Fig. 1: logic cells by family
Scale bar: 20 microns.
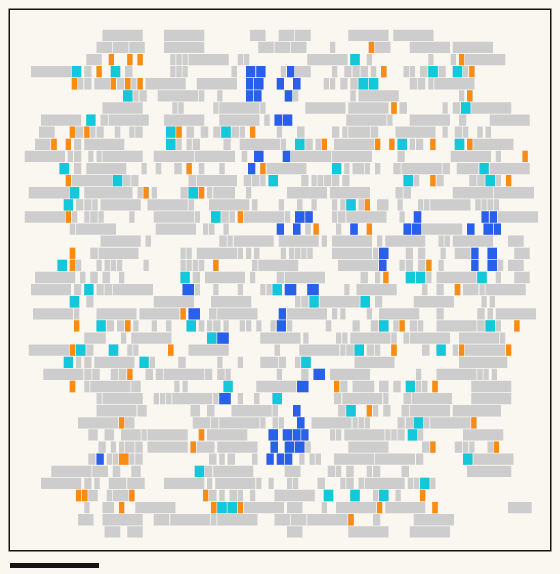
Fig. 2: where the registers sit
Other sequential cells in the stronger gray, the rest of the logic in the fainter gray.
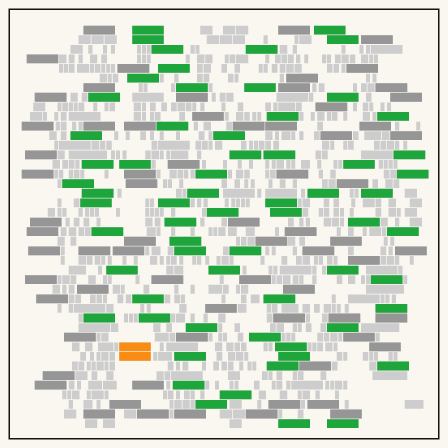
Fig. 3: I/O pins on the die edge
Pins as bars across the die edge, other pins in gray.
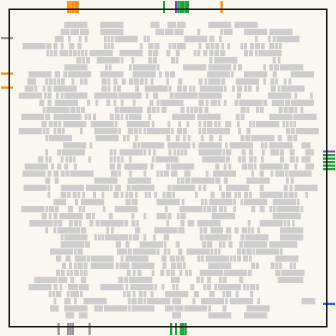
Fig. 4: the clock network
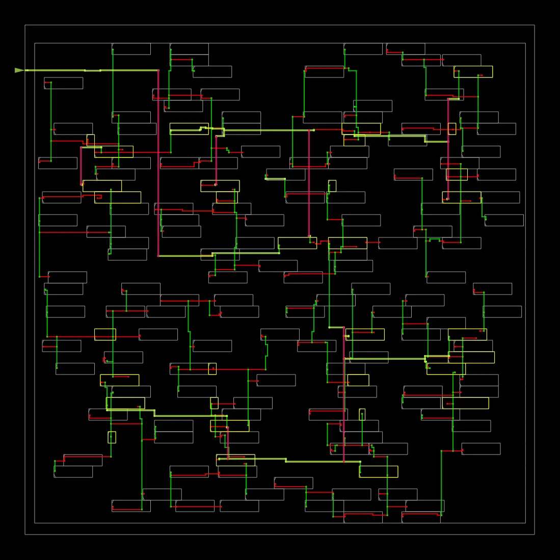
Fig. 5: metal layers overlaid
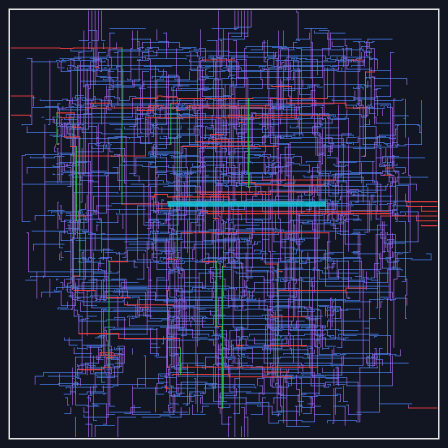
Design message_words, sky130hd; sources not shown.
==> results_dict.tcl <==
# metrics dict for downstream scripts
set metrics [dict create \
    outcome "complete, no violations" \
    syn_inst 744 \
    wl_met1_mm 7.890 \
    drt_wl_total_mm 16.92 \
    gr-total-overflow 0 \
    crit_arrival_ps 2890 \
    worst_slew_pin_slew_ps 568.3 \
    antenna_cells 0 \
    setup_tns_ps 0 \
    design_area_sq_mm 0.007382 \
    clk_path_buf_depth 2 \
    route.met2.wl_mm 7.564 \
    ys_seq_share_pct 54.57 \
    drc 0 \
    slew_headroom_pct 62.07 \
    synth_chip_area_sq_mm 0.006191 \
    post_cts.repair.setup_buffers 0 \
    fp_util_pct 46.38 \
    vias 5146 \
    min_period_ps 3668 \
    drtAntennaViolNets 0 \
    rows 42 \
    dpl.cell_count 953 \
    drtPass1Iterations 5 \
    hold_path_class "input port to async pin" \
    max-cap-violations 0 \
    power_w 0.002623 \
    yosys_cells 744 \
    die_area_sq_mm 0.01471 \
    worstSkewPairLatency_ps 420 \
    dp_worst_setup_slack_ps 1551 \
    setup_viol 0 \
    cts_resized 0 \
    powerDensity_mw_per_mm2 355.4 \
    dpl-instance-area_sq_mm 0.006764 \
    area_growth_pct 19.24 \
    drive_gt1_share_pct 7.540 \
    h-tree-depth 4 \
    warning_count 26 \
    clkTransAtPathRegs_ps 60 \
    ios 33 \
    end_kind "output port" \
    grt_setup_unrepaired "false" \
    viasPerCell 5.224 \
    numSynthFlops 135 \
    grt_pass1_vias 5118 \
    lay_top_cells "nand2_1 (203), dfrtp_1 (135), nand3_1 (125)" \
    core_sq_mm 0.01335 \
    fmax_mhz 272.7 \
    drv_slew 0 \
    reg2reg_setup_slack_ps 2660 \
    drt_iter0_markers 388 \
    synth_cell_types 24 \
    grt_pass1_wl_mm 27.46 \
]
-- Fig. 1 (at the start) --
aoi and oai cells -> blue  # cells 57, most used o21ai_0
inv cells -> orange  # cells 77, most used inv_1, where widely spread
and/or cells -> cyan  # cells 64, most used and2_1, where widely spread
Commonest Layout Cell: nand2_1
Finished Layout Cells: 985
fraction of area in multi-input gates: 32.47%

-- Fig. 2 (at the start) --
u_seq/word_sel_o -> orange  # sequential cells 2
bank_q -> green  # sequential cells 64, where widely spread
register area: 0.003378 sq mm
Seq area share: 45.76%
post-layout util: 55.31%
sequential power: 0.00113 W

-- Fig. 3 (at the start) --
Reset_n -> blue  # pins 1, direction input, edge right
DataWord -> green  # pins 16, direction output, edge 6 top, 5 bottom, 5 right
DataByte -> orange  # pins 8, direction input, edge 6 top, 2 left
ReadAddr -> purple  # pins 2, direction input, edge 1 top, 1 right
die height: 121.3 microns
die width: 121.3 microns
Port Buf Inserts: 32

-- Fig. 4 (at the start) --
skew final: 7.119 ps
flop count: 135
CTS sink cnt: 135
CTS buffer count: 17

-- Fig. 5 (at the start) --
M2 -> purple  # wire length 7560 microns
M3 -> red  # wire length 1010 microns
M4 -> green  # wire length 415 microns
M5 -> cyan  # wire length 43.2 microns
M1 -> blue  # wire length 7890 microns
GRT Total Usage: 25.08%
Routed WL per cell: 17.18 microns

==> cells by family after synthesis <==
group,share of synthesized area (%)
fa+ha+maj,0.2021
simple gates,33.14
compound gates,5.376
flops,54.57
buf+inv,6.710
==> power breakdown <==
group	internal, W	leakage, nW	switching (W)
registers	0.00111	1.64	0.0000186
logic	0.0000918	1.75	0.000149
clock network	0.000810	0.317	0.000444
==> synthesized netlist by cell type <==
cell type | number | area (sq um)
buf_4 | 2 | 15.01
and2_1 | 64 | 400.4
nand3_2 | 1 | 10.01
nand2_1 | 203 | 762.0
o21a_1 | 1 | 7.510
nor2_2 | 4 | 25.02
nand2_4 | 1 | 11.26
inv_4 | 1 | 6.260
buf_2 | 6 | 30.03
o21ai_1 | 1 | 5.000
clkbuf_1 | 16 | 60.06
nand2_2 | 4 | 25.02
inv_2 | 5 | 18.77
o22ai_1 | 16 | 100.1
nor2_1 | 36 | 135.1
dfrtp_1 | 135 | 3378
nor2_4 | 4 | 45.04
o21bai_1 | 8 | 60.06
o21ai_0 | 32 | 160.2
nand3_1 | 125 | 625.6
buf_1 | 5 | 18.77
nand4_1 | 2 | 12.51
ha_1 | 1 | 12.51
inv_1 | 71 | 266.5
==> area by class of cell <==
type                       instances  area [sq um]
buffer                            29         123.9
tap                              176         220.2
inverter                          77         291.5
timing repair buffer              33         352.8
sequential                       135          3378
fill                            1232          5966
multi-input combinational        503          2397
clock inverter                    10         123.9
clock buffer                      22         494.2
==> critical path: stages <==
cell	delay, ps
clkdlybuf4s50_1	540
inv_1	230
clkbuf_1	370
o21ai_0	160
o22ai_1	230
clkdlybuf4s50_1	590
==> routing by layer <==
metal	up-vias	track usage, %
met5	-	2.206
met4	2	9.267
met3	36	6.297
met2	154	37.36
met1	2480	35.28
li1	2474	-
Power and IR drop assume default switching activity.
